==> src/rtl/xgmii_rx_filter.sv <==
// ============================================================================
// Module      : xgmii_rx_filter
// Description : XGMII receive filter. Checks Eth/IPv4/UDP/magic headers and
//               streams matching payload into a 72-bit framed RX FIFO.
// Revision    : 1.0 - initial release
// ============================================================================
`default_nettype none

module xgmii_rx_filter #(
    parameter logic [15:0] UDP_PORT      = 16'd3422,
    parameter logic [31:0] MAGIC         = 32'h5A5A_0001,
    parameter bit          CHECK_DST_MAC = 1'b1,
    parameter bit          CHECK_DST_IP  = 1'b1,
    parameter int          MAX_WORDS     = 190,
    parameter int          CNT_W         = 32
) (
    input  logic             xgmii_clk,
    input  logic             sys_rst_n,
    input  logic [7:0]       xgmii_rxc,
    input  logic [63:0]      xgmii_rxd,
    input  logic [31:0]      if_v4addr,
    input  logic [47:0]      if_macaddr,
    output logic [71:0]      din,
    input  logic             full,
    output logic             wr_en,
    output logic [CNT_W-1:0] rx_frames,
    output logic [CNT_W-1:0] match_frames,
    output logic [CNT_W-1:0] drop_frames,
    output logic             err,
    output logic [7:0]       led
);

    localparam int          W_W          = $clog2(MAX_WORDS + 8);
    localparam logic [71:0] c_eof_marker = {1'b1, 71'd0};

    typedef enum logic [1:0] {
        ST_IDLE = 2'd0,
        ST_HDR  = 2'd1,
        ST_PAY  = 2'd2,
        ST_DROP = 2'd3
    } state_t;

    state_t           state_q, state_d;
    logic [W_W-1:0]   w_q, w_d;
    logic             hdr_ok_q, hdr_ok_d;
    logic             hold_vld_q, hold_vld_d;
    logic             hold_term_q, hold_term_d;
    logic [63:0]      hold_data_q, hold_data_d;
    logic [3:0]       hold_cnt_q, hold_cnt_d;
    logic             out_vld_q, out_vld_d;
    logic [71:0]      din_q, din_d;
    logic             pending_eof_q, pending_eof_d;
    logic             err_q, err_d;
    logic [CNT_W-1:0] rx_frames_q, rx_frames_d;
    logic [CNT_W-1:0] match_frames_q, match_frames_d;
    logic [CNT_W-1:0] drop_frames_q, drop_frames_d;

    logic [7:0]  w_b [8];
    logic        w_start;
    logic        w_term;
    logic [2:0]  w_term_lane;
    logic [63:0] w_partial;
    logic        w_hdr_ok;
    logic [47:0] w_mac;
    logic        w_trunc_max;
    logic        w_trunc;

    // Byte lanes, start/terminate detection and masked partial word
    always_comb begin
        w_term      = 1'b0;
        w_term_lane = 3'd0;
        w_partial   = 64'd0;
        for (int i = 0; i < 8; i++) begin
            w_b[i] = xgmii_rxd[8*i +: 8];
        end
        w_start = (xgmii_rxc == 8'h01) && (xgmii_rxd[7:0] == 8'hFB);
        for (int i = 7; i >= 0; i--) begin
            if (xgmii_rxc[i] && (xgmii_rxd[8*i +: 8] == 8'hFD)) begin
                w_term      = 1'b1;
                w_term_lane = 3'(i);
            end
        end
        if (xgmii_rxc == 8'hFF) begin
            w_term      = 1'b1;
            w_term_lane = 3'd0;
        end
        for (int i = 0; i < 8; i++) begin
            if (3'(i) < w_term_lane) begin
                w_partial[8*i +: 8] = xgmii_rxd[8*i +: 8];
            end
        end
    end

    // Per-word header field check, indexed by the current word number
    always_comb begin
        w_hdr_ok = 1'b1;
        w_mac    = {w_b[0], w_b[1], w_b[2], w_b[3], w_b[4], w_b[5]};
        case (w_q)
            W_W'(1): w_hdr_ok = !CHECK_DST_MAC || (w_mac == if_macaddr) ||
                                (w_mac == 48'hFFFF_FFFF_FFFF);
            W_W'(2): w_hdr_ok = ({w_b[4], w_b[5]} == 16'h0800);
            W_W'(3): w_hdr_ok = (w_b[7] == 8'h11);
            W_W'(4): w_hdr_ok = !CHECK_DST_IP ||
                                ({w_b[6], w_b[7]} == if_v4addr[31:16]);
            W_W'(5): w_hdr_ok = (!CHECK_DST_IP ||
                                 ({w_b[0], w_b[1]} == if_v4addr[15:0])) &&
                                ({w_b[4], w_b[5]} == UDP_PORT);
            W_W'(6): w_hdr_ok = ({w_b[2], w_b[3], w_b[4], w_b[5]} == MAGIC);
            default: w_hdr_ok = 1'b1;
        endcase
    end

    always_comb begin
        state_d        = state_q;
        w_d            = w_q;
        hdr_ok_d       = hdr_ok_q;
        hold_vld_d     = hold_vld_q;
        hold_term_d    = hold_term_q;
        hold_data_d    = hold_data_q;
        hold_cnt_d     = hold_cnt_q;
        out_vld_d      = out_vld_q & full;
        din_d          = din_q;
        pending_eof_d  = pending_eof_q & full;
        err_d          = 1'b0;
        rx_frames_d    = rx_frames_q;
        match_frames_d = match_frames_q;
        drop_frames_d  = drop_frames_q;
        w_trunc_max    = 1'b0;

        // Second half of a split terminate: the partial word follows the held one
        if (hold_term_q) begin
            din_d       = {1'b1, 3'b000, hold_cnt_q, hold_data_q};
            out_vld_d   = 1'b1;
            hold_term_d = 1'b0;
        end

        case (state_q)
            ST_IDLE: begin
                if (w_start) begin
                    rx_frames_d = rx_frames_q + CNT_W'(1);
                    w_d         = W_W'(1);
                    hdr_ok_d    = 1'b1;
                    state_d     = pending_eof_q ? ST_DROP : ST_HDR;
                end
            end
            ST_HDR: begin
                if (w_term) begin
                    state_d = ST_IDLE;
                end else begin
                    w_d      = w_q + W_W'(1);
                    hdr_ok_d = hdr_ok_q & w_hdr_ok;
                    if (w_q == W_W'(6)) begin
                        if (hdr_ok_q && w_hdr_ok) begin
                            state_d        = ST_PAY;
                            match_frames_d = match_frames_q + CNT_W'(1);
                        end else begin
                            state_d = ST_DROP;
                        end
                    end
                end
            end
            ST_PAY: begin
                if (w_term) begin
                    if (hold_vld_q) begin
                        din_d     = {(w_term_lane == 3'd0), 3'b000, 4'd8, hold_data_q};
                        out_vld_d = 1'b1;
                    end else if (w_term_lane == 3'd0) begin
                        din_d     = c_eof_marker;
                        out_vld_d = 1'b1;
                    end
                    hold_vld_d = 1'b0;
                    if (w_term_lane != 3'd0) begin
                        hold_data_d = w_partial;
                        hold_cnt_d  = {1'b0, w_term_lane};
                        hold_term_d = 1'b1;
                    end
                    state_d = ST_IDLE;
                end else if (w_q == W_W'(MAX_WORDS)) begin
                    w_trunc_max = 1'b1;
                end else begin
                    if (hold_vld_q) begin
                        din_d     = {1'b0, 3'b000, 4'd8, hold_data_q};
                        out_vld_d = 1'b1;
                    end
                    hold_data_d = xgmii_rxd;
                    hold_vld_d  = 1'b1;
                    w_d         = w_q + W_W'(1);
                end
            end
            default: begin
                if (w_term) begin
                    state_d = ST_IDLE;
                end
            end
        endcase

        // A data write blocked by full, or an over-long frame, drops the frame
        // and replaces any pending output with a zero-length eof marker.
        w_trunc = w_trunc_max | (out_vld_q & full & ~pending_eof_q);
        if (w_trunc) begin
            din_d         = c_eof_marker;
            out_vld_d     = 1'b1;
            pending_eof_d = 1'b1;
            hold_vld_d    = 1'b0;
            hold_term_d   = 1'b0;
            state_d       = ST_DROP;
            err_d         = 1'b1;
            drop_frames_d = drop_frames_q + CNT_W'(1);
        end
    end

    always_ff @(posedge xgmii_clk or negedge sys_rst_n) begin
        if (!sys_rst_n) begin
            state_q        <= ST_IDLE;
            w_q            <= '0;
            hdr_ok_q       <= 1'b0;
            hold_vld_q     <= 1'b0;
            hold_term_q    <= 1'b0;
            hold_data_q    <= 64'd0;
            hold_cnt_q     <= 4'd0;
            out_vld_q      <= 1'b0;
            din_q          <= 72'd0;
            pending_eof_q  <= 1'b0;
            err_q          <= 1'b0;
            rx_frames_q    <= '0;
            match_frames_q <= '0;
            drop_frames_q  <= '0;
        end else begin
            state_q        <= state_d;
            w_q            <= w_d;
            hdr_ok_q       <= hdr_ok_d;
            hold_vld_q     <= hold_vld_d;
            hold_term_q    <= hold_term_d;
            hold_data_q    <= hold_data_d;
            hold_cnt_q     <= hold_cnt_d;
            out_vld_q      <= out_vld_d;
            din_q          <= din_d;
            pending_eof_q  <= pending_eof_d;
            err_q          <= err_d;
            rx_frames_q    <= rx_frames_d;
            match_frames_q <= match_frames_d;
            drop_frames_q  <= drop_frames_d;
        end
    end

    assign din          = din_q;
    assign wr_en        = out_vld_q & ~full;
    assign err          = err_q;
    assign rx_frames    = rx_frames_q;
    assign match_frames = match_frames_q;
    assign drop_frames  = drop_frames_q;
    assign led          = match_frames_q[7:0];

endmodule

`default_nettype wire
==> config.mk <==
export PLATFORM = sky130hd
export DESIGN_NAME = xgmii_rx_filter
export DESIGN_NICKNAME = d
export VERILOG_FILES = /design/src/rtl/xgmii_rx_filter.sv
export SDC_FILE = /design/constraint.sdc
export NUM_CORES = 1
export LEC_CHECK = 0
export CORE_MARGIN = 2
export CORE_UTILIZATION = 45
export DETAILED_ROUTE_END_ITERATION = 8
export PLACE_DENSITY = 0.77
export REMOVE_ABC_BUFFERS = 1
export SYNTH_ARGS = -nofsm -noshare
export SYNTH_HDL_FRONTEND = slang
export SYNTH_SLANG_ARGS = --single-unit
==> constraint.sdc <==
create_clock -name xgmii_clk -period 2.81 [get_ports xgmii_clk]
set_clock_uncertainty 0.2 [all_clocks]
set_input_delay 0.562 -clock xgmii_clk [delete_from_list [all_inputs] [get_ports xgmii_clk]]
set_output_delay 0.562 -clock xgmii_clk [all_outputs]
set_load 0.005 [all_outputs]
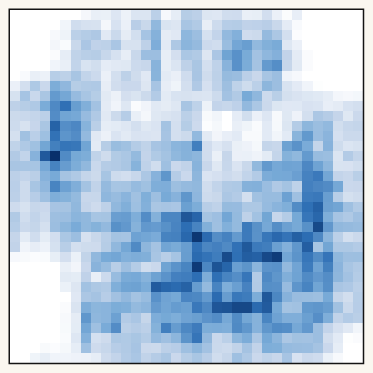
**Above:** wire density map.
(2 px per micron) 35 x 35 tiles, from white (low) to dark blue (high), scaled to the fullest tile. Values are wire area over tile area, all layers added.
mean over tiles: 0.29
densest ninth of the die: bottom centre
tiles over half the peak: 21%
nearly empty tiles: 11%

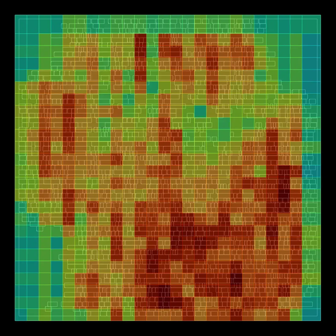
**Above:** routing congestion.
GR Util met2: 50.7%
DR WL/cell: 22.1 microns
GRT Total Usage: 31.8%

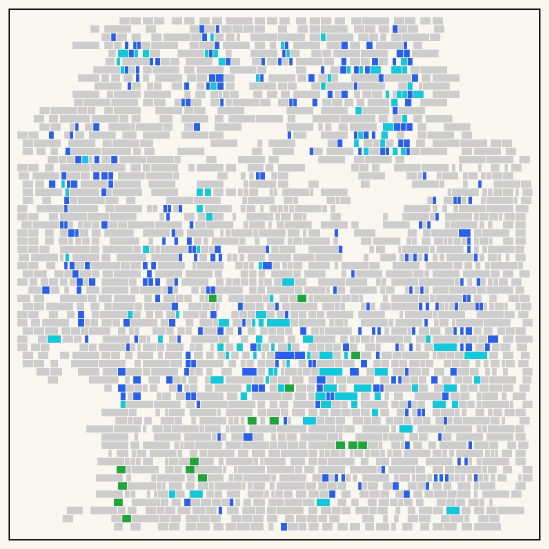
**Above:** logic cells by family.
(3 px per micron)
| colour | family | cells |
|---|---|---|
| blue | nand cells | 271 |
| cyan | nor cells | 105 |
| green | non-inverting ao/oa cells | 16 |

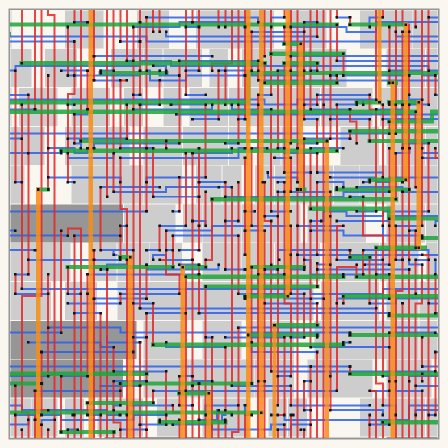
**Above:** layout detail.
Region (73, 38) to (103, 68) microns. Cells in grey, sequential cells in the stronger grey; small squares are vias.
| colour | layer |
|---|---|
| blue | M1 |
| orange | M4 |
| green | M3 |
| red | M2 |
sequential cells in the window: 3
netlist names of flops here include: hold_data_q (2), din (1)
cells with their middle in the window: 86
most frequent: buf_4 (23), nor2_1 (8), inv_1 (5)

[Yosys cell counts, drive strengths merged (11+ instances only)]
library cell / count
dfrtp: 251
o21ai: 186
nand2: 141
xor2: 112
inv: 81
a221oi: 64
nand3: 64
xnor2: 61
nand4: 53
clkbuf: 50
buf: 40
nor2: 33
nor4: 32
nor3: 31
a21oi: 29
and3: 19
a22o: 15
a2111oi: 14
or4: 12
and4: 11
ha: 11
[through the flow]
| step | area, sq um | std cells | setup TNS, ps |
|---|---|---|---|
| 6_report | 20700 | 2331 | -2240 |
| 2_1_floorplan | 12900 | 1306 | -419400 |
| 3_3_place_gp | 18600 | 2238 | -141280 |
| 5_1_grt | 20700 | 2330 | -5420 |
| 3_5_place_dp | 18600 | 2238 | -151080 |
| 4_1_cts | 20200 | 2313 | 0 |
[cell type report]
class | instances | share of cell area, %
multi-input combinational | 975 | 34.4
inverter | 81 | 1.48
clock buffer | 41 | 3.91
sequential | 251 | 30.4
antenna | 5 | 0.0605
tap | 390 | 2.36
timing repair buffer | 579 | 27.1
clock inverter | 9 | 0.260
[power by group]
| part | switching, mW | internal, mW |
|---|---|---|
| clock network | 1.52 | 1.98 |
| registers | 0.780 | 4.67 |
| logic | 3.38 | 3.50 |
| total | 5.68 | 10.2 |
[routing by layer]
layer	part of all wire, %	up-vias	wire length [microns]	GRT usage [%]
li1	-	6052	-	-
met1	38	6710	19400	41.7
met2	47	877	24100	50.7
met3	10	202	5260	5.60
met4	5.5	0	2840	16.2
met5	0	-	0	0
[state kept, by name, summed over array words and instances (netlist names), 2 cells and up]
name and flops:
din 72, hold_data_q 64, drop_frames 32, match_frames 32, rx_frames 32, w_q 8
hold_cnt_q 3, state_q 2
[path summary, 6_finish.rpt]
check,to,slack (ps),cells after the start
min,hold_data_q[25],160,3
min in group asynchronous,din[34],280,2
min reg2reg,rx_frames[31],260,1
max,match_frames[12],-140,9
max reg2reg,match_frames[12],-110,9
max in group asynchronous,din[40],1310,3
[worst min-delay path, delay by kind of cell]
family | cells | cell delay, ps
simple gates | 1 | 90
buf+inv | 1 | 140
compound gates | 1 | 70
[cell families after synthesis]
kind of cell	count (synthesis)	synth area share (%)
mux	12	0.983
fa+ha+maj	11	1.03
xor+xnor	173	11.3
simple gates	444	17.6
flops	251	47.0
compound gates	334	16.6
buf+inv	171	5.46
[timing repair]
item,CTS,global route
pin swaps,43,51
gates resized,117,136
cloned,9,2
setup endpoints to repair,143,152
endpoints found under the hold margin,30,0
hold buffers,1,0
setup buffers,16,13
==> impl_metrics.json <==
{
  "num_rows": 63,
  "grt_pass1_vias": 13690,
  "fin_crit_ps": 2950,
  "layout-drive-gt1-share_pct": 22.6,
  "area_leaders": "dfrtp_1, xor2_1, o21ai_0",
  "vias": 13841,
  "grt_pass1_wl_microns": 77400,
  "lay_top_count": "clkdlybuf4s50_1",
  "worstSetupPathType": "in2reg",
  "hold_class": "in2reg",
  "syn_area_sq_um": 13400,
  "num-nets-final": 2081,
  "clk_latency_ps": 550,
  "viasPerCell": 5.94,
  "max_freq_mhz": 339,
  "yosys_cells": 1396,
  "grt_max_degree": 96,
  "htreeDepth": 1,
  "cap_violations": 0,
  "flop_cell": "dfrtp_1",
  "finalWorstSetupSlack_ps": -144,
  "crit_path_start_kind": "input pin",
  "failed_checks": "negative setup slack",
  "antenna_found_initial": 4,
  "fill_cells": 2102,
  "path_max_fanout": 7,
  "post-synth-top-area-fraction_pct": 47.0,
  "ys_async_sr_fraction_pct": 100,
  "r2r_start": "w_q[1]",
  "status": "finished with violations",
  "edf_count": 0,
  "clkTransAtPathRegs_ps": 60,
  "setup_violations": 59,
  "numPortBuffers": 332,
  "drtIter0Drc": 1337,
  "drc_errors": 0,
  "hold_viol": 0,
  "fin_util_pct": 70.1,
  "initCoreUtil_pct": 45.3,
  "fp.coreArea_sq_um": 29500,
  "ys_seq_elements": 251,
  "worstPathCellList": "dlygate4sd2_1 > nand4_1 > or4_4 > nor4_4 > buf_4 > a211oi_4 > buf_12 > a2111oi_4 > xor2_1",
  "yosysUniqueCellTypes": 61,
  "fp.dieW_microns": 176,
  "path_delay_family": "simple AND/OR/NAND/NOR gates",
  "synth_cells": 1396
}
